File: src/rtl/compressor_pkg.sv
// Shared constants and elaboration-time helpers for the 3:2 carry-save reduction tree.
// Contents:
//   terms_after_level(n, lvl) - operand count left after lvl compressor levels
//   num_levels(n)             - compressor levels needed to reach two operands
//   num_stages(levels, lps)   - register stages for lps levels per stage
// The per-stage record {valid, tag, terms} depends on the module parameters, so the
// top builds it from a per-stage valid/tag shift chain plus sized data registers.
package compressor_pkg;

    // Each level turns every full triple into (sum, carry); leftovers pass through.
    function automatic int unsigned terms_after_level(input int unsigned n,
                                                      input int unsigned lvl);
        int unsigned t;
        t = n;
        for (int unsigned i = 0; i < lvl; i++) begin
            t = (t / 3) * 2 + (t % 3);
        end
        return t;
    endfunction

    function automatic int unsigned num_levels(input int unsigned n);
        int unsigned t;
        int unsigned lv;
        t  = n;
        lv = 0;
        while (t > 2) begin
            t  = (t / 3) * 2 + (t % 3);
            lv = lv + 1;
        end
        return lv;
    endfunction

    function automatic int unsigned num_stages(input int unsigned levels,
                                               input int unsigned lps);
        return (levels + lps - 1) / lps;
    endfunction

endpackage

File: src/rtl/compressor_tree_3_to_2_pipe_if.sv
// Handshake bus for compressor_tree_3_to_2_pipe.
// Upstream:   in_valid, in_ready, terms[NUM_ELEMENTS], in_tag
// Downstream: out_valid, out_ready, C, S, out_tag (+ sum when
//             COMPRESSOR_TREE_FINAL_ADD_EN is defined)
// master = producer/consumer side (testbench or datapath), slave = tree.
interface compressor_tree_3_to_2_pipe_if #(
    parameter int unsigned NUM_ELEMENTS = 9,
    parameter int unsigned BIT_LEN      = 16,
    parameter int unsigned OUT_LEN      = BIT_LEN + $clog2(NUM_ELEMENTS),
    parameter int unsigned TAG_W        = 4
);
    logic                in_valid;
    logic                in_ready;
    logic [BIT_LEN-1:0]  terms [NUM_ELEMENTS];
    logic [TAG_W-1:0]    in_tag;
    logic                out_valid;
    logic                out_ready;
    logic [OUT_LEN-1:0]  C;
    logic [OUT_LEN-1:0]  S;
    logic [TAG_W-1:0]    out_tag;
`ifdef COMPRESSOR_TREE_FINAL_ADD_EN
    logic [OUT_LEN-1:0]  sum;

    modport master (output in_valid, terms, in_tag, out_ready,
                    input  in_ready, out_valid, C, S, out_tag, sum);
    modport slave  (input  in_valid, terms, in_tag, out_ready,
                    output in_ready, out_valid, C, S, out_tag, sum);
`else
    modport master (output in_valid, terms, in_tag, out_ready,
                    input  in_ready, out_valid, C, S, out_tag);
    modport slave  (input  in_valid, terms, in_tag, out_ready,
                    output in_ready, out_valid, C, S, out_tag);
`endif
endinterface

File: src/rtl/compressor_3_to_2_level.sv
// One combinational level of 3:2 compressors.
// Ports:
//   i_terms   [N_IN]  operands of WIDTH bits
//   o_terms_c [N_OUT] reduced operands; for triple g: [2g]=sum, [2g+1]=carry<<1,
//                     followed by the 0..2 leftover operands unchanged
module compressor_3_to_2_level
    import compressor_pkg::*;
#(
    parameter int unsigned N_IN  = 3,
    parameter int unsigned WIDTH = 16,
    parameter int unsigned N_OUT = terms_after_level(N_IN, 1)
) (
    input  logic [WIDTH-1:0] i_terms   [N_IN],
    output logic [WIDTH-1:0] o_terms_c [N_OUT]
);
    localparam int unsigned N_GRP = N_IN / 3;
    localparam int unsigned N_REM = N_IN % 3;

    // Full adders per bit column; carry moves up one weight and drops the MSB.
    for (genvar g = 0; g < N_GRP; g++) begin : g_grp
        logic [WIDTH-1:0] w_maj;
        assign w_maj = (i_terms[3*g] & i_terms[3*g+1])
                     | (i_terms[3*g] & i_terms[3*g+2])
                     | (i_terms[3*g+1] & i_terms[3*g+2]);
        assign o_terms_c[2*g]   = i_terms[3*g] ^ i_terms[3*g+1] ^ i_terms[3*g+2];
        assign o_terms_c[2*g+1] = {w_maj[WIDTH-2:0], 1'b0};
    end

    for (genvar r = 0; r < N_REM; r++) begin : g_rem
        assign o_terms_c[2*N_GRP+r] = i_terms[3*N_GRP+r];
    end

endmodule

File: src/rtl/compressor_tree_3_to_2_pipe.sv
// Pipelined carry-save reduction tree: NUM_ELEMENTS operands -> redundant (C, S).
// Ports:
//   clk, rst_n  clock, asynchronous active-low reset
//   bus         slave side of compressor_tree_3_to_2_pipe_if
// Optional feature macro COMPRESSOR_TREE_FINAL_ADD_EN: adds one register stage
// producing bus.sum = C + S, with C/S/out_tag delayed to stay aligned.
// All stages advance together on adv = out_ready | ~out_valid; bubbles are kept.
module compressor_tree_3_to_2_pipe
    import compressor_pkg::*;
#(
    parameter int unsigned NUM_ELEMENTS     = 9,
    parameter int unsigned BIT_LEN          = 16,
    parameter int unsigned OUT_LEN          = BIT_LEN + $clog2(NUM_ELEMENTS),
    parameter int unsigned LEVELS_PER_STAGE = 1,
    parameter int unsigned TAG_W            = 4
) (
    input  logic clk,
    input  logic rst_n,
    compressor_tree_3_to_2_pipe_if.slave bus
);
    localparam int unsigned LEVELS = num_levels(NUM_ELEMENTS);
    localparam int unsigned STAGES = num_stages(LEVELS, LEVELS_PER_STAGE);
`ifdef COMPRESSOR_TREE_FINAL_ADD_EN
    localparam int unsigned PIPE   = STAGES + 1;
`else
    localparam int unsigned PIPE   = STAGES;
`endif

    logic [PIPE-1:0]    r_valid;
    logic [TAG_W-1:0]   r_tag [PIPE];
    logic               w_adv;
    logic [OUT_LEN-1:0] w_ext [NUM_ELEMENTS];
    logic [OUT_LEN-1:0] w_last_s;
    logic [OUT_LEN-1:0] w_last_c;

    assign w_adv       = bus.out_ready | ~r_valid[PIPE-1];
    assign bus.in_ready = w_adv;
    assign bus.out_valid = r_valid[PIPE-1];
    assign bus.out_tag   = r_tag[PIPE-1];

    // Valid and tag travel as a shift chain in lock-step with the data stages.
    always_ff @(posedge clk or negedge rst_n) begin
        if (!rst_n) begin
            r_valid <= '0;
            r_tag   <= '{default: '0};
        end else if (w_adv) begin
            r_valid[0] <= bus.in_valid;
            r_tag[0]   <= bus.in_tag;
            for (int unsigned i = 1; i < PIPE; i++) begin
                r_valid[i] <= r_valid[i-1];
                r_tag[i]   <= r_tag[i-1];
            end
        end
    end

    for (genvar i = 0; i < NUM_ELEMENTS; i++) begin : g_ext
        assign w_ext[i] = OUT_LEN'(bus.terms[i]);
    end

    // One block per compressor level; a register closes every LEVELS_PER_STAGE
    // levels and always after the last level. w_q is what the next level sees.
    for (genvar l = 0; l < LEVELS; l++) begin : g_lvl
        localparam int unsigned N_IN  = terms_after_level(NUM_ELEMENTS, l);
        localparam int unsigned N_OUT = terms_after_level(NUM_ELEMENTS, l + 1);
        localparam bit          REG_OUT = (((l + 1) % LEVELS_PER_STAGE) == 0)
                                       || (l == LEVELS - 1);

        logic [OUT_LEN-1:0] w_in  [N_IN];
        logic [OUT_LEN-1:0] w_out [N_OUT];
        logic [OUT_LEN-1:0] w_q   [N_OUT];

        if (l == 0) begin : g_src_in
            for (genvar i = 0; i < N_IN; i++) begin : g_in
                assign w_in[i] = w_ext[i];
            end
        end else begin : g_src_prev
            for (genvar i = 0; i < N_IN; i++) begin : g_in
                assign w_in[i] = g_lvl[l-1].w_q[i];
            end
        end

        compressor_3_to_2_level #(
            .N_IN  (N_IN),
            .WIDTH (OUT_LEN)
        ) u_level (
            .i_terms   (w_in),
            .o_terms_c (w_out)
        );

        if (REG_OUT) begin : g_reg
            logic [OUT_LEN-1:0] r_data [N_OUT];

            always_ff @(posedge clk or negedge rst_n) begin
                if (!rst_n) begin
                    r_data <= '{default: '0};
                end else if (w_adv) begin
                    r_data <= w_out;
                end
            end

            assign w_q = r_data;
        end else begin : g_comb
            assign w_q = w_out;
        end
    end

    // The final level is always a single 3:2, so lane 0 is sum and lane 1 carry.
    assign w_last_s = g_lvl[LEVELS-1].w_q[0];
    assign w_last_c = g_lvl[LEVELS-1].w_q[1];

`ifdef COMPRESSOR_TREE_FINAL_ADD_EN
    logic [OUT_LEN-1:0] r_fa_c;
    logic [OUT_LEN-1:0] r_fa_s;
    logic [OUT_LEN-1:0] r_fa_sum;

    // Carry-propagate stage; C/S are re-registered so they stay aligned with sum.
    always_ff @(posedge clk or negedge rst_n) begin
        if (!rst_n) begin
            r_fa_c   <= '0;
            r_fa_s   <= '0;
            r_fa_sum <= '0;
        end else if (w_adv) begin
            r_fa_c   <= w_last_c;
            r_fa_s   <= w_last_s;
            r_fa_sum <= w_last_c + w_last_s;
        end
    end

    assign bus.C   = r_fa_c;
    assign bus.S   = r_fa_s;
    assign bus.sum = r_fa_sum;
`else
    assign bus.C = w_last_c;
    assign bus.S = w_last_s;
`endif

endmodule
File: src/flat_wrapper.sv
// flat-port wrapper written by rule: the top's interface ports become plain ports
module compressor_tree_3_to_2_pipe_flat import compressor_pkg::*;
#(
    parameter int unsigned NUM_ELEMENTS     = 9,
    parameter int unsigned BIT_LEN          = 16,
    parameter int unsigned OUT_LEN          = BIT_LEN + $clog2(NUM_ELEMENTS),
    parameter int unsigned LEVELS_PER_STAGE = 1,
    parameter int unsigned TAG_W            = 4
)
  (clk, rst_n, bus_in_valid, bus_terms, bus_in_tag, bus_out_ready, bus_in_ready, bus_out_valid, bus_C, bus_S, bus_out_tag);
  compressor_tree_3_to_2_pipe_if #(.NUM_ELEMENTS(NUM_ELEMENTS), .BIT_LEN(BIT_LEN), .OUT_LEN(OUT_LEN), .TAG_W(TAG_W)) bus_i ();
  input  logic clk;
  input  logic rst_n;
  input wire logic [$bits(bus_i.in_valid)-1:0] bus_in_valid;
  input wire logic [$bits(bus_i.terms)-1:0] bus_terms;
  input wire logic [$bits(bus_i.in_tag)-1:0] bus_in_tag;
  input wire logic [$bits(bus_i.out_ready)-1:0] bus_out_ready;
  output wire logic [$bits(bus_i.in_ready)-1:0] bus_in_ready;
  output wire logic [$bits(bus_i.out_valid)-1:0] bus_out_valid;
  output wire logic [$bits(bus_i.C)-1:0] bus_C;
  output wire logic [$bits(bus_i.S)-1:0] bus_S;
  output wire logic [$bits(bus_i.out_tag)-1:0] bus_out_tag;
  assign bus_i.in_valid = bus_in_valid;
  assign bus_i.terms = {>>{bus_terms}};
  assign bus_i.in_tag = bus_in_tag;
  assign bus_i.out_ready = bus_out_ready;
  assign bus_in_ready = bus_i.in_ready;
  assign bus_out_valid = bus_i.out_valid;
  assign bus_C = bus_i.C;
  assign bus_S = bus_i.S;
  assign bus_out_tag = bus_i.out_tag;
  compressor_tree_3_to_2_pipe #(.NUM_ELEMENTS(NUM_ELEMENTS), .BIT_LEN(BIT_LEN), .OUT_LEN(OUT_LEN), .LEVELS_PER_STAGE(LEVELS_PER_STAGE), .TAG_W(TAG_W)) u_core (.clk(clk), .rst_n(rst_n), .bus(bus_i));
endmodule
File: config.mk
export PLATFORM = sky130hd
export DESIGN_NAME = compressor_tree_3_to_2_pipe_flat
export DESIGN_NICKNAME = d
export VERILOG_FILES = /design/src/rtl/compressor_pkg.sv /design/src/rtl/compressor_tree_3_to_2_pipe_if.sv /design/src/rtl/compressor_3_to_2_level.sv /design/src/rtl/compressor_tree_3_to_2_pipe.sv /design/src/flat_wrapper.sv
export SDC_FILE = /design/constraint.sdc
export NUM_CORES = 1
export LEC_CHECK = 0
export ABC_AREA = 1
export ABC_CLOCK_PERIOD_IN_PS = 1640
export CAP_MARGIN = 40
export CORE_ASPECT_RATIO = 1.2
export CORE_UTILIZATION = 59
export CTS_CLUSTER_SIZE = 8
export DETAILED_ROUTE_END_ITERATION = 10
export PLACE_DENSITY = 0.86
export SYNTH_ARGS = -nofsm -noshare
export SYNTH_HDL_FRONTEND = slang
export SYNTH_SLANG_ARGS = --single-unit
File: constraint.sdc
create_clock -name clk -period 1.64 [get_ports clk]
set_input_delay 0.328 -clock clk [delete_from_list [all_inputs] [get_ports clk]]
set_output_delay 0.328 -clock clk [all_outputs]
set_load 0.01 [all_outputs]
==> deck_impl_summary.md, run 1 <==
Implementation Results

Detailed routing
  – Initial DRC count: 975
  – Wirelength per Cell: 18.66 um
  – # DRC: 0
  – Met1 WL: 12,140 um
  – Highest routed layer: met4
  – Routed wl met3: 2408 um
  – Avg Vias per Cell: 5.821
  – Antenna viol nets, final: 0
  – Routed met2 length: 15,950 um
  – Drt first pass iters: 6

Final layout
  – Layout area overhead: 24.42%
  – Fin nets: 1,726
  – ANT cells: 0
  – Final core utilization: 0.7461
  – Fillcell total: 1,406
  – Fraction of layout cells with a size suffix above 1: 0.05947

Yosys
  – Synth async-reset ratio: 1.000
  – Yosys Chip Area: 12,970 um^2
  – Synth area leaders: dfrtp_1 52%, fa_1 17%, nand2_1 15%
  – Post-Syn Area: 12,970 um^2
  – Syn Inst Count: 1,281
  – Warnings from Yosys: 0
  – Leading area contributor after synthesis: dfrtp_1
  – Post-synth seq share: 0.5151
  – Mean post-synth cell area: 10.12 um^2
  – Top-area cell share: 0.5151
  – Synth top cell by count: nand2_1
  – Top cells by count: 533 x nand2_1, 267 x dfrtp_1, 266 x nand3_1
  – Number of enable flip-flop cells: 0
  – Main flop type: dfrtp_1
  – Yosys cell count: 1,281
  – Synth cell types: 13
  – Ys flops: 267

CTS
  – Clk root buf: clkbuf_16
  – Clk buf depth: 3
  – Sink Count: 267
  – Htree depth: 2
  – Cts bufs inserted: 39
  – Late-Pin Clk Latency: 520 ps
  – Worst-path clk slew: 50 ps
  – TritonCTS clock tree: built

Global route
  – Largest net degree at the start of global routing: 87
  – Vias in the first global route: 10,290
  – GRT overflow: 0
  – Initial antenna violation count: 0
  – Global-route wire length before repair: 52,530 um
  – Total GRT Usage: 0.3070

Worst setup path
  – Reg-to-reg endpoint: u_core.g_lvl[1].g_reg.r_data[69]$_DFFE_PN0P_
  – Critical path data required time: 1310 ps
  – Max FO, Critical Path: 4
  – R2R Setup Slk: 100 ps
  – CP Capture Type: output port
  – Crit-path cells: nand2_8 -> buf_4
  – Kind of start point of the critical path: register
  – Slowest CP cell: dfrtp_4
  – R2R Path Start: u_core.r_valid[3]$_DFFE_PN0P_
  – Slowest cell delay on critical path: 540 ps
  – Worst setup path end: bus_in_ready
  – Worst r2r path cells: 4
  – CP arrival: 1280 ps
  – Critical path class: register to output port
  – Worst setup path startpoint: u_core.r_valid[3]$_DFFE_PN0P_

Placed design
  – Final HPWL DP: 21,620 um
  – Routability cong.: 0.8614

STA
  – RSZ-0062 raised after global routing: false
  – Clock Skews: 26.81 ps
  – Fin crit share: 0.9807
  – Setup-failing EPs final: 0
  – Fin. max-slew vios: 0
  – Final Hold Fails: 0
  – Setup TNS: 0 ps
  – Final Hold Slack: 250.7 ps
  – Maximum clock frequency: 621.8 MHz
  – Fin crit period: 1608 ps

Job
  – Tool warning count: 26
  – Max Cap Viol: 0

Power and ir drop
  – Tot Pwr: 29.64 mW
  – Power Dens Cells: 1837 nW/um^2
  – Combinational group share of total power: 0.358
  – Clock share of power: 0.235
  – Switching power: 11.42 mW
  – Switching part of the total power: 0.3851
  – Internal power: 18.23 mW
  – Reg power frac: 0.407
  – Maximum vdd drop: 1.290 mV
  – Leak: 8.055 nW

Floorplanning
  – Initial Util: 0.5996
  – Die ar.: 22,580 um^2
  – Die x size: 137.4 um
  – Die height: 164.4 um

Min path
  – Hold crit path type: primary input to asynchronous set/reset pin

Status
  – Status: finished clean
run 1: critical path, delay by kind of cell, from the launching register on:
family	cells	cell delay (ps)
buf+inv	1	120
flops	1	540
simple gates	1	100
run 1: sequential cells by signal (all words and copies together), names as in the netlist:
signal and cells:
u_core.bus.C 17, u_core.bus.S 18, u_core.bus.out_tag 4, u_core.g_lvl.g_reg.r_data 212
u_core.r_tag 12, u_core.r_valid 4
run 1: metrics by stage:
| stage | instances | worst slack (ps) | cell area (um^2) |
|---|---|---|---|
| final | 1737 | 31.70 | 16140 |
| after global routing | 1737 | 14.77 | 16140 |
| after CTS | 1737 | 19.45 | 16140 |
| after detailed placement | 1691 | -9.209 | 15140 |
| after global placement | 1691 | -19.06 | 15140 |
| after floorplan | 1285 | 464.2 | 12990 |
run 1: how the worst min path moves through the flow:
stage / startpoint / endpoint / slack, ps / cells after the start
floorplan: rst_n / u_core.bus.C[10]$_DFFE_PN0P_ / 30 / 0
global placement: rst_n / u_core.bus.S[16]$_DFFE_PN0P_ / 160 / 1
detailed placement: rst_n / u_core.bus.S[14]$_DFFE_PN0P_ / 160 / 1
CTS: rst_n / u_core.bus.C[16]$_DFFE_PN0P_ / 260 / 2
finish: rst_n / u_core.bus.S[14]$_DFFE_PN0P_ / 250 / 2
global route: rst_n / u_core.bus.C[16]$_DFFE_PN0P_ / 270 / 2
run 1: routing by layer:
layer | GRT usage | vias to the layer above
li1 | - | 4426
met1 | 0.3940 | 5041
met2 | 0.4963 | 510
met3 | 0.05279 | 134
met4 | 0.1743 | 0
met5 | 0 | -
run 1: power by group through the flow:
| stage | Sequential [mW] | Clock (mW) | Combinational [mW] |
|---|---|---|---|
| 3_3_place_gp | 11.9 | 0 | 9.94 |
| 5_1_grt | 12.4 | 7.32 | 11.9 |
| 2_1_floorplan | 11.5 | 0 | 6.84 |
| 6_report | 12.1 | 6.97 | 10.6 |
| 4_1_cts | 12.0 | 7.02 | 10.5 |
| 3_5_place_dp | 12.0 | 0 | 10.5 |
run 1: cell type report:
class | count | area [um^2] | area share
Multi-Input combinational cell | 919 | 5615 | 0.3480
Clock buffer | 41 | 1005 | 0.06226
Clock inverter | 3 | 32.53 | 0.002016
Inverter | 2 | 15.01 | 0.0009305
Timing Repair Buffer | 231 | 2441 | 0.1513
Tap cell | 274 | 342.8 | 0.02125
Sequential cell | 267 | 6685 | 0.4143
run 1: cells in the final DEF, fill, tap and decap left out, types with 5 or more instances in the layout:
master           Yosys  layout
fa_1               109     109
conb_1               1       5
ha_1                 5       5
buf_12               0      22
nand2_1            533     533
buf_4               15      17
nand3_1            266     266
clkbuf_16            0      40
dfrtp_1            267     266
clkdlybuf4s50_1      0     150
dlygate4sd2_1        0      39
run 1: logic make-up (layout without fill, tap and decap cells):
family	Yosys count	count (layout)	synth area share
adders and majority gates	114	114	0.1731
buffers and inverters	99	277	0.05373
DFF	267	267	0.5151
other	1	5	0.0002891
and+or+nand+nor	800	800	0.2578
run 1: timing repair:
action / CTS / global route
resized: 43 / 0
setup buffers: 1 / 0
hold buffers: 1 / 0
endpoints found under the hold margin: 267 / 0
setup endpoints to repair: 41 / 0
Fig. 1: run 1, nets reached from selected ports
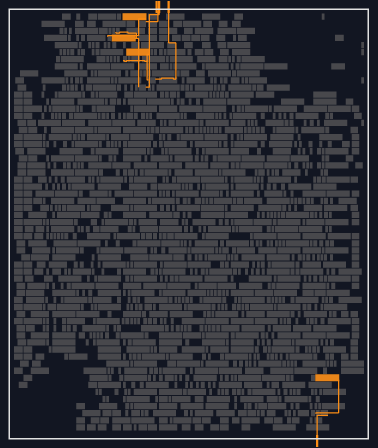
legend:
  orange:
    port: `bus_out_tag`
    bits: 4
    direction: output
    edge: 3 top, 1 bottom
    end_cells: 4
    buffers: 4
    wire: 190 um
IO Port Bufs: 192
Top-Level Pins: 198

Fig. 2: run 1, the metal 2 layer
Cells faint in the background.
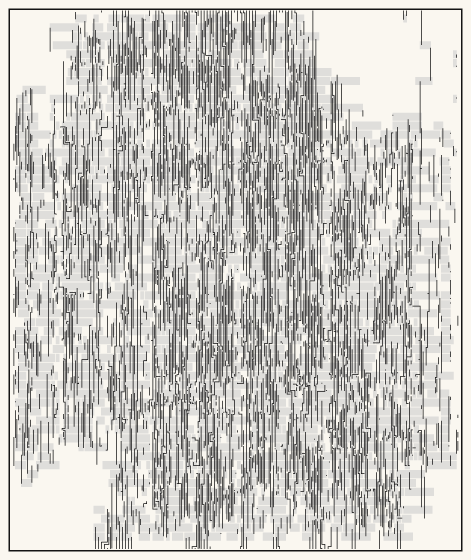
share of all routed wire: 49%
longest straight run: 67.7 um
main direction: vertical
vias: 10,110
final wirelength: 32,410 um

Fig. 3: run 1, met3 routing
Scale bar: 50 um.
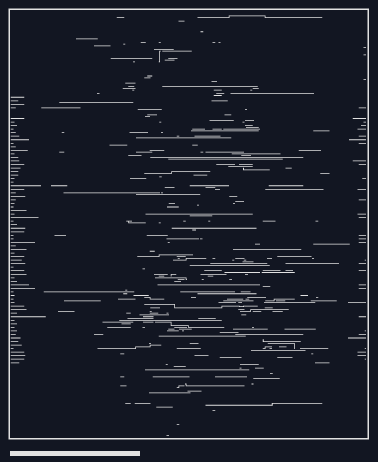
wire length on this layer: 2,410 um
longest straight run: 58.4 um
main direction: horizontal
met3 GRT Util: 0.05279

Fig. 4: run 1, cell placement
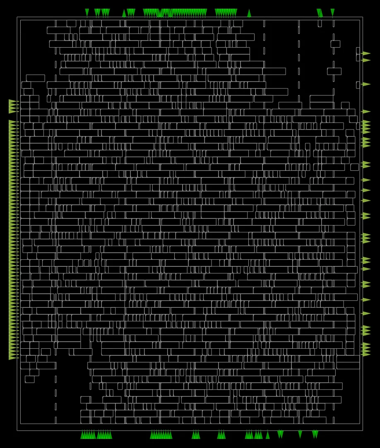
site row count: 59
Core Area: 21,630 um^2
Non-Filler Instances: 1,737

--- run 2 (diff from run 1) ---
- CORE_UTILIZATION: 59 -> 60
- PLACE_DENSITY: 0.86 -> 0.85
- SYNTH_HIERARCHICAL: not set -> 1
Fig. 5: run 2, the metal 2 layer
Cells faint in the background.
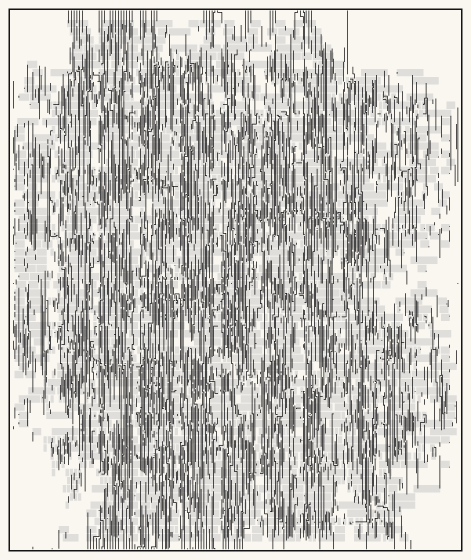
longest straight run: 55.1 um
nets with wire on the layer: 1,810
M2 GR Usage: 0.5030
final wirelength: 41,000 um
vias: 12,410

==> deck_impl_summary.md, run 2 <==
Implementation Results

Status
  – Status: finished clean

Yosys
  – Mean post-synth cell area: 9.784 um^2
  – Top cells by count: 674 x nand2_1, 326 x nand3_1, 320 x dfrtp_1
  – Number of enable flip-flop cells: 0
  – Post-Syn Area: 15,840 um^2
  – Synth cell types: 12
  – Yosys Chip Area: 15,840 um^2
  – Ys flops: 320
  – Synth top cell by count: nand2_1
  – Post-synth seq share: 0.5055
  – Main flop type: dfrtp_1
  – Synth async-reset ratio: 1.000

STA
  – Final Hold Slack: 262.6 ps
  – Fin crit share: 0.9903
  – Final Hold Fails: 0
  – RSZ-0062 raised after global routing: true

Worst setup path
  – Reg-to-reg endpoint: u_core/g_lvl[2].g_reg.r_data[52]$_DFFE_PN0P_
  – Slowest CP cell: dfrtp_4
  – Crit-path cells: buf_6 -> nand2_8 -> buf_6
  – Critical path class: register to output port
  – CP Capture Type: output port
  – Worst setup path startpoint: u_core/r_valid[3]$_DFFE_PN0P_
  – R2R Path Start: u_core/r_valid[3]$_DFFE_PN0P_
  – Critical path depth: 3
  – Slowest cell delay on critical path: 480 ps
  – CP arrival: 1300 ps
  – CP Buf/Inv Count: 2

Power and ir drop
  – Maximum vdd drop: 0.9890 mV
  – Switching power: 13.97 mW
  – Combinational group share of total power: 0.376
  – Clock share of power: 0.226

CTS
  – Sink Count: 320
  – Late-Pin Clk Latency: 530 ps
  – TritonCTS clock tree: built
  – Htree depth: 2
  – Clk buf depth: 3
  – Cts bufs inserted: 45
  – Clk root buf: clkbuf_16

Floorplanning
  – Initial Util: 0.6162
  – Core Area: 25,700 um^2
  – Top-Level Pins: 198
  – Die ar.: 27,060 um^2

Detailed routing
  – Antenna viol nets, final: 0
  – Wirelength per Cell: 18.94 um
  – Initial DRC count: 1,364
  – Drt first pass iters: 9
  – # DRC: 0
  – Avg Vias per Cell: 5.732

Global route
  – Total GRT Usage: 0.3166
  – GRT overflow: 0
  – Vias in the first global route: 12,850

Final layout
  – Fin nets: 2,117
  – Max reg flops: 260
  – Fillcell total: 1,582
  – Fraction of layout cells with a size suffix above 1: 0.06107
  – Largest register by flop count: u_core/g_lvl.g_reg.r_data
  – Most frequent logic cells in the routed design: 674 x nand2_1, 326 x nand3_1, 319 x dfrtp_1, 150 x clkdlybuf4s50_1, 133 x fa_1
  – ANT cells: 0

Placed design
  – Post-placement setup slack: -224.2 ps
  – Final HPWL DP: 26,370 um
  – IO Port Bufs: 197

Job
  – Tool warning count: 30

Min path
  – Hold crit path type: primary input to asynchronous set/reset pin
Fig. 6: run 2, met3 routing
Scale bar: 50 um.
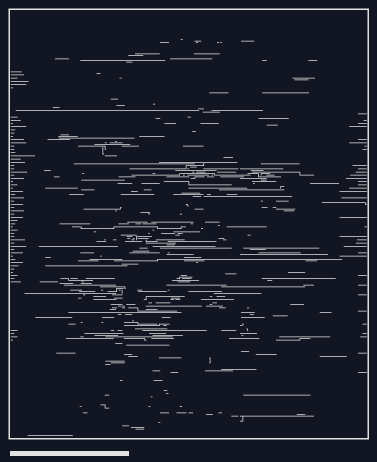
share of all routed wire: 7.8%
main direction: horizontal
longest straight run: 77.5 um
met3 GRT Util: 0.05508

## run 2: cell types whose count changed after synthesis, sizes merged
cell	change
buf	+41
clkbuf	-1
conb	+4
dfrtp	+53
fa	+24
ha	-5
inv	+21
nand2	+141
nand3	+60
## run 2: stage by stage
stage                     area (um^2)  cells  setup TNS, ps  power, mW
after floorplan                 16020   1666              0      22.27
after global placement          18300   2110         -35350      26.45
after detailed placement        18300   2110         -40640      27.21
after CTS                       19480   2163         -129.4      35.65
after global routing            19520   2164         -4.367      38.23
final                           19520   2164              0      35.93
## run 2: layout make-up
| cell class | count | area share |
|---|---|---|
| Inverter | 23 | 0.004808 |
| Tap cell | 330 | 0.02116 |
| Clock buffer | 48 | 0.06046 |
| Timing Repair Buffer | 256 | 0.1419 |
| Sequential cell | 320 | 0.4105 |
| Multi-Input combinational cell | 1186 | 0.3607 |
| Clock inverter | 1 | 0.0004488 |
## run 2: layer usage
metal  wire length [um]  share of wire  vias to the layer above  GRT usage
li1                   -              -                     5453          -
met1              15010           0.37                     6145     0.4092
met2              20200           0.49                      659     0.5030
met3               3176          0.077                      148    0.05508
met4               2613          0.064                        0     0.1851
met5                  0              0                        -          0
## run 2: cells by family after synthesis
group	synth area share
buf+inv	0.06122
simple gates	0.2640
other cells	0.001185
fa+ha+maj	0.1681
flops	0.5055
## run 2: worst max-delay path by stage
stage / end / slack (ps)
after floorplan: bus_in_ready / 500
after global placement: bus_in_ready / -230
after detailed placement: bus_in_ready / -220
after CTS: bus_in_ready / -130
after global routing: bus_in_ready / -4
final: bus_in_ready / 20
## run 2: repair_timing
item,4_1_cts,5_1_grt
setup buffers,3,0
cloned,0,1
endpoints found under the hold margin,75,0
resized,54,4
pin swaps,0,0
endpoints found under the setup margin,46,79
hold buffers,1,0
## run 2: worst reg2reg max path: cells and delay by family (launching register included)
family                 cells  cell delay, ps
buffers and inverters      4             810
flip-flops                 1             410
AND/OR/NAND/NOR            2             270
## run 2: power by group through the flow
stage | combinational [mW] | clock, mW | sequential (mW)
final | 13.5 | 8.13 | 14.3
after global routing | 15.0 | 8.54 | 14.7
after CTS | 13.2 | 8.21 | 14.3
after detailed placement | 12.9 | 0 | 14.3
after global placement | 12.3 | 0 | 14.2
after floorplan | 8.53 | 0 | 13.7
No activity file was given, so power comes from the tool's default toggle rates.
